[src/rtl/brq_lsu_pkg.sv]
// Shared types and constants for the data-memory bridge: func3 size codes,
// bridge FSM states and the access-legality rule.
package brq_lsu_pkg;

  typedef enum logic [2:0] {
    SZ_B  = 3'b000,
    SZ_H  = 3'b001,
    SZ_W  = 3'b010,
    SZ_BU = 3'b100,
    SZ_HU = 3'b101
  } size_e;

  typedef enum logic [1:0] {
    ST_IDLE = 2'd0,
    ST_REQ  = 2'd1,
    ST_DONE = 2'd2
  } state_e;

  localparam int ACK_TIMEOUT_DEFAULT = 16;

  // Codes 011, 110 and 111 fall through to illegal.
  function automatic logic f_legal(input logic [2:0] sz, input logic [1:0] a);
    case (sz)
      SZ_B, SZ_BU: f_legal = 1'b1;
      SZ_H, SZ_HU: f_legal = ~a[0];
      SZ_W:        f_legal = (a == 2'b00);
      default:     f_legal = 1'b0;
    endcase
  endfunction

endpackage

[src/rtl/brq_load_align.sv]
// Load formatter: picks the addressed byte/halfword lane from the memory word
// and sign- or zero-extends it according to the latched size code.
module brq_load_align
  import brq_lsu_pkg::*;
(
  input  logic [31:0] i_word,
  input  logic [1:0]  i_lane,
  input  size_e       i_size,
  output logic [31:0] o_data
);

  logic [7:0]  w_byte;
  logic [15:0] w_half;

  always_comb begin
    w_byte = i_word[{i_lane, 3'b000} +: 8];
    w_half = i_lane[1] ? i_word[31:16] : i_word[15:0];
    case (i_size)
      SZ_B:    o_data = {{24{w_byte[7]}}, w_byte};
      SZ_BU:   o_data = {24'd0, w_byte};
      SZ_H:    o_data = {{16{w_half[15]}}, w_half};
      SZ_HU:   o_data = {16'd0, w_half};
      default: o_data = i_word;
    endcase
  end

endmodule

[src/rtl/dmem_bridge.sv]
// Core-to-memory load/store bridge: legality check, strobe/lane generation,
// single outstanding request with ack timeout, and load result formatting.
module dmem_bridge
  import brq_lsu_pkg::*;
#(
  parameter int DataWidth  = 32,
  parameter int AddrWidth  = 15,
  parameter int AckTimeout = ACK_TIMEOUT_DEFAULT
) (
  input  logic                 brq_clk,
  input  logic                 brq_rst,
  input  logic [AddrWidth-1:0] core_addr,
  input  logic [DataWidth-1:0] core_wdata,
  input  logic                 core_ren,
  input  logic                 core_wen,
  input  logic [2:0]           core_byte_en,
  output logic [DataWidth-1:0] core_rdata,
  output logic                 core_stall,
  output logic                 core_misalign,
  output logic                 core_bus_err,
  output logic [AddrWidth-3:0] mem_addr,
  output logic [DataWidth-1:0] mem_wdata,
  output logic [3:0]           mem_wstrb,
  output logic                 mem_req,
  output logic                 mem_we,
  input  logic [DataWidth-1:0] mem_rdata,
  input  logic                 mem_ack
);

  localparam int CntW = $clog2(AckTimeout);
  localparam logic [CntW-1:0] CntLast = CntW'(AckTimeout - 1);

  function automatic logic [3:0] f_strb(input logic [2:0] sz, input logic [1:0] a);
    case (sz)
      SZ_B:    f_strb = 4'b0001 << a;
      SZ_H:    f_strb = a[1] ? 4'b1100 : 4'b0011;
      default: f_strb = 4'b1111;
    endcase
  endfunction

  function automatic logic [31:0] f_wdata(input logic [2:0] sz, input logic [31:0] d);
    case (sz)
      SZ_B:    f_wdata = {4{d[7:0]}};
      SZ_H:    f_wdata = {2{d[15:0]}};
      default: f_wdata = d;
    endcase
  endfunction

  state_e                 r_state, w_next;
  logic [CntW-1:0]        r_cnt;
  logic [1:0]             r_lane;
  size_e                  r_size;
  logic [DataWidth-1:0]   r_rdata;
  logic                   r_misalign, r_bus_err, r_we;
  logic [AddrWidth-3:0]   r_addr;
  logic [DataWidth-1:0]   r_wdata;
  logic [3:0]             r_wstrb;
  logic [DataWidth-1:0]   w_load;
  logic                   w_req, w_legal, w_accept, w_reject, w_timeout, w_ack_ok;

  assign w_req     = core_ren | core_wen;
  assign w_legal   = f_legal(core_byte_en, core_addr[1:0]);
  assign w_accept  = (r_state == ST_IDLE) && w_req && w_legal;
  assign w_reject  = (r_state == ST_IDLE) && w_req && !w_legal;
  assign w_ack_ok  = (r_state == ST_REQ) && mem_ack;
  assign w_timeout = (r_state == ST_REQ) && !mem_ack && (r_cnt == CntLast);

  always_ff @(posedge brq_clk or negedge brq_rst) begin
    if (!brq_rst) r_state <= ST_IDLE;
    else          r_state <= w_next;
  end

  always_comb begin
    w_next     = r_state;
    core_stall = 1'b0;
    mem_req    = 1'b0;
    case (r_state)
      ST_IDLE: begin
        core_stall = w_accept;
        if (w_accept) w_next = ST_REQ;
      end
      ST_REQ: begin
        core_stall = 1'b1;
        mem_req    = 1'b1;
        if (mem_ack || w_timeout) w_next = ST_DONE;
      end
      default: w_next = ST_IDLE;
    endcase
  end

  brq_load_align u_align (
    .i_word (mem_rdata),
    .i_lane (r_lane),
    .i_size (r_size),
    .o_data (w_load)
  );

  always_ff @(posedge brq_clk or negedge brq_rst) begin
    if (!brq_rst) begin
      r_cnt      <= '0;
      r_lane     <= 2'b00;
      r_size     <= SZ_B;
      r_rdata    <= '0;
      r_misalign <= 1'b0;
      r_bus_err  <= 1'b0;
      r_we       <= 1'b0;
      r_addr     <= '0;
      r_wdata    <= '0;
      r_wstrb    <= 4'b0000;
    end else begin
      r_misalign <= w_reject;
      r_bus_err  <= w_timeout;
      if (w_accept) begin
        r_cnt   <= '0;
        r_lane  <= core_addr[1:0];
        r_size  <= size_e'(core_byte_en);
        r_we    <= core_wen;
        r_addr  <= core_addr[AddrWidth-1:2];
        r_wdata <= core_wen ? f_wdata(core_byte_en, core_wdata) : '0;
        r_wstrb <= core_wen ? f_strb(core_byte_en, core_addr[1:0]) : 4'b0000;
      end else if ((r_state == ST_REQ) && !mem_ack) begin
        r_cnt <= r_cnt + CntW'(1);
      end
      // Stores leave the previous load result in place.
      if (w_ack_ok && !r_we)        r_rdata <= w_load;
      else if (w_timeout || w_reject) r_rdata <= '0;
    end
  end

  assign core_rdata    = r_rdata;
  assign core_misalign = r_misalign;
  assign core_bus_err  = r_bus_err;
  assign mem_addr      = r_addr;
  assign mem_wdata     = r_wdata;
  assign mem_wstrb     = r_wstrb;
  assign mem_we        = r_we;

endmodule

[config.mk]
export PLATFORM = sky130hd
export DESIGN_NAME = dmem_bridge
export DESIGN_NICKNAME = d
export VERILOG_FILES = /design/src/rtl/brq_lsu_pkg.sv /design/src/rtl/brq_load_align.sv /design/src/rtl/dmem_bridge.sv
export SDC_FILE = /design/constraint.sdc
export NUM_CORES = 1
export LEC_CHECK = 0
export CAP_MARGIN = 20
export CORE_UTILIZATION = 45
export CTS_CLUSTER_SIZE = 30
export DETAILED_ROUTE_END_ITERATION = 10
export PLACE_DENSITY = 0.8
export SLEW_MARGIN = 5
export SYNTH_ARGS = -nofsm -noshare
export SYNTH_HDL_FRONTEND = slang
export SYNTH_SLANG_ARGS = --single-unit
[constraint.sdc]
create_clock -name brq_clk -period 3.12 [get_ports brq_clk]
set_input_delay 0.624 -clock brq_clk [delete_from_list [all_inputs] [get_ports brq_clk]]
set_output_delay 0.624 -clock brq_clk [all_outputs]
set_load 0.03 [all_outputs]
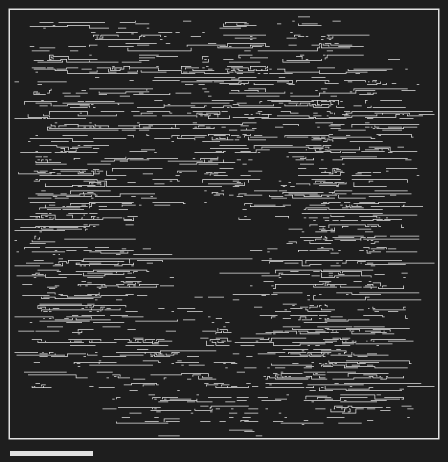
(run_1/m1.png)
Bar = 20 um.
longest straight run: 40.5 um
main direction: horizontal
share of all routed wire: 39%
nets with wire on the layer: 594
Via Count: 4193
grt met1 use: 0.314
Routed WL: 13300 um

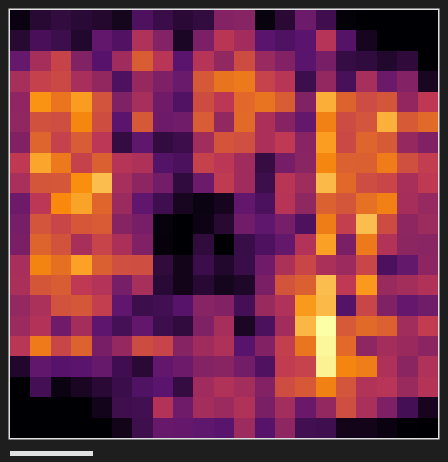
(run_1/route_heat.png)
Bar = 20 um. 21 x 21 tiles, from black (low) to pale yellow (high), scaled to the fullest tile. Values are wire area over tile area, all layers added.
mean over tiles: 0.21
tiles over half the peak: 30%
fullest tile: 0.55
nearly empty tiles: 5.9%
All-Layer GR Usage: 0.255
routed len/inst: 17.4 um

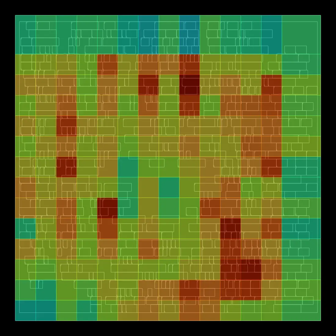
(run_1/congestion_map.png)
met3 Use GR: 0.0875
Util after Layout: 0.675

==> impl_metrics.yaml, run 1 <==
# yosys + openroad results
outcome:
  outcome: "finished clean"
setup_path:
  r2r_start: "r_state[1]"
  worst-endpoint-required_ps: 2500
  crit_path_end_kind: "output pin"
  cp-start-kind: "primary input"
  critPathArrivalTime_ps: 2180
sta:
  period_used_share: 0.899
  setup_ws_ps: 315
  tns_ps: 0
  drv_slew: 0
  hold_viol_final: 0
  worst_hold_slack_ps: 278
yosys:
  synth-main-ff-cell: "dfrtp_1"
  async_flop_share: 1.00
  syn_area_per_cell_um2: 9.91
  synth_warnings: 0
  yosysTopAreaCell: "dfrtp_1"
  yosysUniqueCellTypes: 44
  synth-seq-cells: 95
  top_area_frac: 0.520
  synth_stat.cells: 461
  synthesis.area_um2: 4570
cts:
  cts_tree: "yes"
  cts_buffers: 9
  ctsHoldBuffers: 0
  clkLatencyLatePin_ps: 360
  post_cts_buffers: 0
  htree_levels: 3
  cts.sinks: 95
die:
  fp.coreArea_um2: 9820
  io_pins: 173
  num_rows: 36
  fp-utilization: 0.465
placement:
  hpwl_um: 9660
  portBuffers: 172
  pre_cts_ws_ps: -31.9
drt:
  routed.top_layer: "met4"
  postRouteAntennaNets: 0
  viasPerCell: 5.52
  wl_met1_um: 5170
power_and_ir_drop:
  finalPower_mw: 5.52
  max-vdd-ir-drop_mv: 0.436
  p_int_mw: 3.28
  p_per_area_nw_per_um2: 834
layout:
  antennaDiodeCount: 0
  drive_above_1_share: 0.0941
  fin_area_um2: 6630
  syn2layout_area_growth_pct: 44.9
global_routing:
  overflow: 0
  grt_start_max_net_pins: 82
run 1: path summary, 6_finish.rpt:
kind / to / slack, ps / cells past startpoint
max: core_stall / 310 / 5
min: core_rdata[4] / 280 / 1
max reg2reg: core_rdata[28] / 1010 / 4
min reg2reg: mem_wdata[17] / 470 / 2
max in group asynchronous: mem_addr[7] / 2150 / 2
min in group brq_clk: mem_wdata[17] / 470 / 2
run 1: Yosys cell counts (all sizes together), types with 2 or more instances:
cell type    n
a21boi       7
a21o         2
a21oi        8
a221o       16
buf         17
clkbuf      16
dfrtp       95
inv          4
mux2        18
mux2i        3
mux4         2
nand2      116
nand2b       9
nand3       17
nor2        33
nor3         5
nor4b        2
o21ai       36
o221ai       7
o2bb2ai     13
o31ai       16
or2          2
xor2         2
run 1: critical path, cell delays in order:
cell and delay (ps):
clkdlybuf4s50_1 540, nor4_4 490, o221ai_4 170, a21oi_1 170, buf_4 180
run 1: placed cells by master, fill, tap and decap left out, types with 3 or more instances in the layout:
| cell | synthesis | layout |
|---|---|---|
| clkbuf_8 | 0 | 9 |
| o31ai_1 | 16 | 16 |
| nand3_1 | 17 | 17 |
| nand2_1 | 116 | 116 |
| a221o_1 | 16 | 16 |
| mux2i_1 | 3 | 3 |
| mux2_2 | 18 | 18 |
| o221ai_1 | 6 | 6 |
| o21ai_0 | 36 | 36 |
| clkdlybuf4s50_1 | 0 | 170 |
| a21boi_0 | 7 | 7 |
| nand2b_1 | 9 | 9 |
| nor2_1 | 33 | 33 |
| a21oi_1 | 7 | 7 |
| bufinv_16 | 0 | 3 |
| o2bb2ai_1 | 13 | 13 |
| nor3_1 | 4 | 4 |
| inv_1 | 4 | 4 |
| dfrtp_1 | 95 | 95 |
| buf_4 | 1 | 11 |
run 1: cell type report:
| type | instances | area, um^2 | area share |
|---|---|---|---|
| sequential | 95 | 2380 | 0.359 |
| multi-input combinational | 329 | 2010 | 0.303 |
| timing repair buffer | 183 | 1820 | 0.275 |
| tap | 133 | 166 | 0.0251 |
| clock buffer | 10 | 128 | 0.0193 |
| clock inverter | 6 | 109 | 0.0164 |
| inverter | 4 | 15.0 | 0.00227 |
run 1: power by group through the flow:
stage	Sequential (mW)	Combinational (mW)	Clock, mW
final	1.92	2.65	0.962
after global routing	1.96	2.83	1.03
after CTS	1.91	2.65	0.979
after detailed placement	1.93	2.64	0
after global placement	1.91	2.59	0
after floorplan	2.60	0.847	0
run 1: state kept, by name, indices dropped and copies added (netlist names):
name / flops
core_rdata: 32
mem_wdata: 32
mem_addr: 13
mem_wstrb: 4
r_cnt: 4
r_size: 3
r_lane: 2
r_state: 2
core_bus_err: 1
core_misalign: 1
mem_we: 1
run 1: kinds of logic after synthesis:
| kind of cell | after synthesis | synth area share |
|---|---|---|
| AND-OR/OR-AND | 111 | 0.175 |
| flip-flops | 95 | 0.520 |
| buffers and inverters | 37 | 0.0424 |
| XOR/XNOR | 3 | 0.00575 |
| adder cells (fa/ha/maj) | 1 | 0.00274 |
| AND/OR/NAND/NOR | 191 | 0.193 |
| multiplexers | 23 | 0.0608 |
--- run 2 (diff from run 1) ---
CELL_PAD_IN_SITES_DETAIL_PLACEMENT = 0   (was unset)
CELL_PAD_IN_SITES_GLOBAL_PLACEMENT = 2   (was unset)
CORE_UTILIZATION = 28   (was 45)
PLACE_DENSITY = 0.83   (was 0.8)
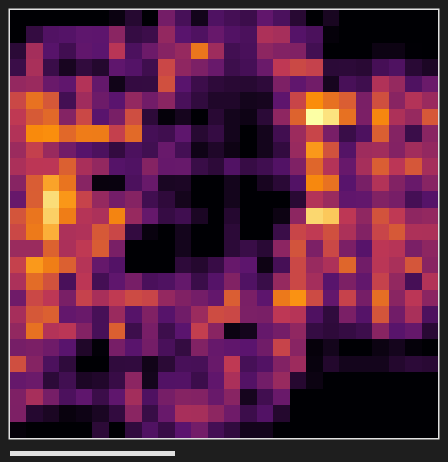
(run_2/route_heat.png)
Bar = 50 um. 26 x 26 tiles, from black (low) to pale yellow (high), scaled to the fullest tile. Values are wire area over tile area, all layers added.
tiles over half the peak: 16%
fullest tile: 0.49
emptiest ninth of the die: south-east
nearly empty tiles: 15%
All-Layer GR Usage: 0.172
Via Count: 4058
Routed WL: 13900 um
routed len/inst: 16.6 um

==> run 2 against run 1 <==
Net effect: sequential cell count unchanged; utilization down 25 points; register-to-register slack worse by 110 ps; clock power up 25%; sequential power about the same; synthesized cell count unchanged; worst setup slack worse by 13 ps; combinational power down 2%; largest power group unchanged.
==> impl_metrics.yaml, run 2 <==
# yosys + openroad results
global_routing:
  overflow: 0
  grt_start_max_net_pins: 96
power_and_ir_drop:
  finalPower_mw: 5.75
  p_int_mw: 3.47
  p_per_area_nw_per_um2: 844
yosys:
  synth-seq-cells: 95
  syn_area_per_cell_um2: 9.91
  ys_top_cells_by_count: "116 x nand2_1, 95 x dfrtp_1, 36 x o21ai_0"
  synth_stat.cells: 461
  mux_area_frac: 0.0608
  simple_gate_share: 0.193
  synth-main-ff-cell: "dfrtp_1"
  yosysTopAreaCell: "dfrtp_1"
  ys_top_logic_family: "simple AND/OR/NAND/NOR gates"
  yosysUniqueCellTypes: 44
  xor_share: 0.00575
  fa_ha_area_frac: 0.00274
  synth.most_common_cell: "nand2_1"
  top_area_frac: 0.520
  synthesis.area_um2: 4570
  compound_area_frac: 0.175
outcome:
  outcome: "finished clean"
sta:
  worst_hold_slack_ps: 348
  period_used_share: 0.903
  hold_viol_final: 0
  tns_ps: 0
  drv_slew: 0
die:
  io_pins: 173
  fp.coreArea_um2: 15900
  fp-utilization: 0.288
  num_rows: 46
drt:
  viasPerCell: 4.83
  postRouteAntennaNets: 0
cts:
  cts_tree: "yes"
  ctsHoldBuffers: 0
  cts_buffers: 9
  htree_levels: 3
  cts.sinks: 95
  clkLatencyLatePin_ps: 340
  post_cts_buffers: 0
setup_path:
  worst-endpoint-required_ps: 2500
  reg2reg_depth: 4
  critPathArrivalTime_ps: 2190
  r2r_start: "r_lane[1]"
layout:
  lay_top_count: "clkdlybuf4s50_1"
  drive_above_1_share: 0.0928
  fin_area_um2: 6810
  syn2layout_area_growth_pct: 49.0
  final_cell_mix: "170 x clkdlybuf4s50_1, 116 x nand2_1, 95 x dfrtp_1"
placement:
  portBuffers: 172
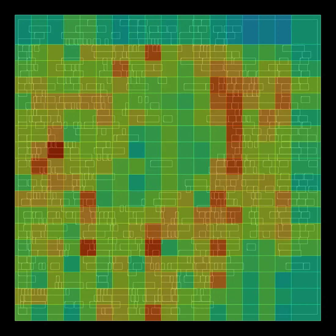
(run_2/congestion_map.png)
grt met1 use: 0.224
met3 Use GR: 0.0668
GRT Max-Usage Layer: met2
Util after Layout: 0.429
met2 usage: 0.265

-- run 2: metal layers --
metal | track usage | part of all wire | vias to the layer above
met3 | 0.0668 | 0.099 | 9
met5 | 0 | 0 | -
met2 | 0.265 | 0.44 | 166
li1 | - | - | 1936
met1 | 0.224 | 0.45 | 1947
met4 | 0.0472 | 0.0080 | 0
-- run 2: how the worst max path moves through the flow --
stage               endpoint  slack [ps]  cells after the start
6_report          core_stall         300                      5
5_1_grt           core_stall         190                      5
4_1_cts           core_stall         290                      5
3_5_place_dp   core_rdata[1]          10                      6
3_3_place_gp   core_rdata[7]         140                      6
2_1_floorplan     core_stall         510                      4
-- run 2: logic make-up after synthesis --
family                     count (synthesis)
and+or+nand+nor                          191
AOI/OAI and AO/OA                        111
DFF                                       95
buffers and inverters                     37
muxes                                     23
xor gates and xnor gates                   3
adders and majority gates                  1
-- run 2: cell type report --
| type | count | area (um^2) |
|---|---|---|
| fillers | 1558 | 9070 |
| flip-flops and latches | 95 | 2380 |
| multi-input cells | 329 | 2010 |
| repair buffers | 181 | 1810 |
| clock buffers | 14 | 294 |
| well taps | 216 | 270 |
| clock inverters | 2 | 35.0 |
| inverters | 4 | 15.0 |
-- run 2: stage by stage --
step,util,setup slack [ps]
2_1_floorplan,-,508
5_1_grt,0.429,190
6_report,0.429,302
3_3_place_gp,0.408,135
3_5_place_dp,0.408,13.2
4_1_cts,0.429,287
-- run 2: power by group through the flow --
stage	Clock [mW]	Combinational, mW	Sequential, mW
after floorplan	0	0.847	2.60
after global placement	0	2.60	1.96
after detailed placement	0	2.62	1.96
after CTS	1.24	2.63	1.95
after global routing	1.30	2.80	2.01
final	1.20	2.60	1.95
-- run 2: worst max-delay path, stage by stage --
cell,delay [ps]
clkdlybuf4s50_1,550
nor4_4,470
o221ai_4,180
a21oi_1,180
buf_4,180
--- run 3 (diff from run 2) ---
ABC_AREA = 1   (was unset)
CORE_UTILIZATION = 27   (was 28)
PLACE_DENSITY = 0.85   (was 0.83)
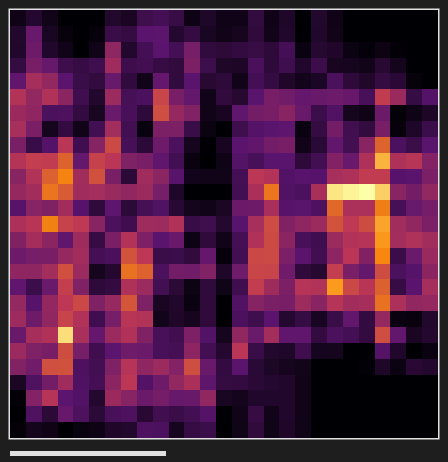
(run_3/route_heat.png)
Bar = 50 um. 27 x 27 tiles, from black (low) to pale yellow (high), scaled to the fullest tile. Values are wire area over tile area, all layers added.
tiles over half the peak: 8.4%
fullest tile: 0.59
mean over tiles: 0.14
densest ninth of the die: east
routed len/inst: 15.6 um
Via Count: 4920
All-Layer GR Usage: 0.177

==> run 3 against run 2 <==
Net effect: cell area is 5.0% higher; total power increased by 3.6%; via count grew 21%; utilization is 3.1 points lower; sequential cell count unchanged; sequential share of layout area down 1.7 points; clock-buffer cell count decreased by 5; critical path depth increased by 2; combinational power up about 10%; largest power group unchanged; highest routed layer unchanged.
==> impl_metrics.yaml, run 3 <==
# yosys + openroad results
outcome:
  outcome: "finished clean"
placement:
  portBuffers: 172
  hpwl_um: 11700
yosys:
  synth.most_common_cell: "nand2_1"
  ys_top_cells_by_count: "254 x nand2_1, 95 x dfrtp_1, 66 x nand3_1"
  synth-main-ff-cell: "dfrtp_1"
  synth_stat.cells: 658
  syn_area_per_cell_um2: 7.53
  yosysTopAreaCell: "dfrtp_1"
  synthesis.area_um2: 4950
  async_flop_share: 1.00
  synth-seq-cells: 95
  synth_warnings: 0
power_and_ir_drop:
  max-vdd-ir-drop_mv: 0.475
  finalPower_mw: 5.95
die:
  io_pins: 173
  fp.coreArea_um2: 18000
  fp-utilization: 0.276
  num_rows: 49
layout:
  syn2layout_area_growth_pct: 44.4
  utilization: 0.398
  antennaDiodeCount: 0
  drive_above_1_share: 0.0830
  final_cell_mix: "254 x nand2_1, 170 x clkdlybuf4s50_1, 95 x dfrtp_1"
sta:
  hold_viol_final: 0
  tns_ps: 0
  period_used_share: 0.789
  drv_slew: 0
drt:
  viasPerCell: 4.69
global_routing:
  busiest_layer: "met2"
  grt_start_max_net_pins: 100
  overflow: 0
  met1_usage: 0.227
  met3_usage: 0.0475
setup_path:
  cp-start-kind: "primary input"
  critPathArrivalTime_ps: 1840
  crit_path_end_kind: "output pin"
cts:
  post_cts_buffers: 0
  cts_tree: "yes"
  ctsHoldBuffers: 0
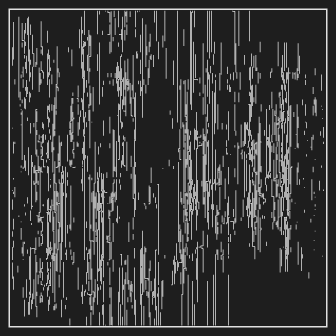
(run_3/m2.png)
main direction: vertical
wire length on this layer: 7410 um
nets with wire on the layer: 722
share of all routed wire: 45%
Routed WL: 16300 um
met2 usage: 0.281

run 3: netlist changes by cell type after synthesis, moves of 15 or more:
cell	before	now
mux2_2	18	0
or2_2	1	16
nand2_1	116	254
a21oi_1	7	29
inv_1	4	22
nand3_1	17	66
a221o_1	16	0
o31ai_1	16	0
run 3: critical path, stage by stage:
cell,delay [ps]
clkdlybuf4s50_1,500
a21oi_1,200
nand2_1,100
nand2_1,110
nand2_4,70
nand2_1,70
buf_4,160
run 3: power by group:
group / internal (mW) / leakage, nW / switching [mW] / total, mW
clock network: 0.640 / 0.147 / 0.543 / 1.18
logic: 1.10 / 2.01 / 1.77 / 2.87
registers: 1.63 / 1.25 / 0.271 / 1.90
total: 3.37 / 3.41 / 2.58 / 5.95
run 3: path summary, 6_finish.rpt:
path,slack [ps],end,start
min,350,core_rdata[18],brq_rst
max,660,core_stall,core_addr[1]
max reg2reg,1210,core_rdata[5],r_size[1]
max in group asynchronous,1980,mem_wdata[23],brq_rst
min reg2reg,490,mem_addr[10],mem_addr[10]
min in group brq_clk,490,mem_addr[10],mem_addr[10]
run 3: per-stage QoR:
step	worst slack [ps]	cells
after global routing	580	1048
after floorplan	1000	658
final	657	1048
after CTS	657	1048
after detailed placement	661	1032
after global placement	674	1032
run 3: area by class of cell:
| type | instances | area, um^2 |
|---|---|---|
| inverters | 31 | 116 |
| well taps | 229 | 287 |
| clock buffers | 9 | 225 |
| multi-input cells | 493 | 2240 |
| clock inverters | 7 | 90.1 |
| flip-flops and latches | 95 | 2380 |
| repair buffers | 184 | 1820 |
| fillers | 1871 | 10800 |
run 3: logic make-up (layout without fill, tap and decap cells):
group	Yosys count	after routing	share of synthesized area
buf+inv	70	231	0.0680
compound gates	90	90	0.0975
fa+ha+maj	1	1	0.00253
simple gates	399	399	0.347
xor+xnor	3	3	0.00531
flops	95	95	0.480
run 3: metal layers:
| layer | wire (um) | part of all wire | vias up |
|---|---|---|---|
| met5 | 0 | 0 | - |
| li1 | - | - | 2427 |
| met3 | 1390 | 0.085 | 19 |
| met2 | 7410 | 0.45 | 172 |
| met4 | 248 | 0.015 | 0 |
| met1 | 7260 | 0.45 | 2302 |
Power is estimated from default activity; no workload was simulated.
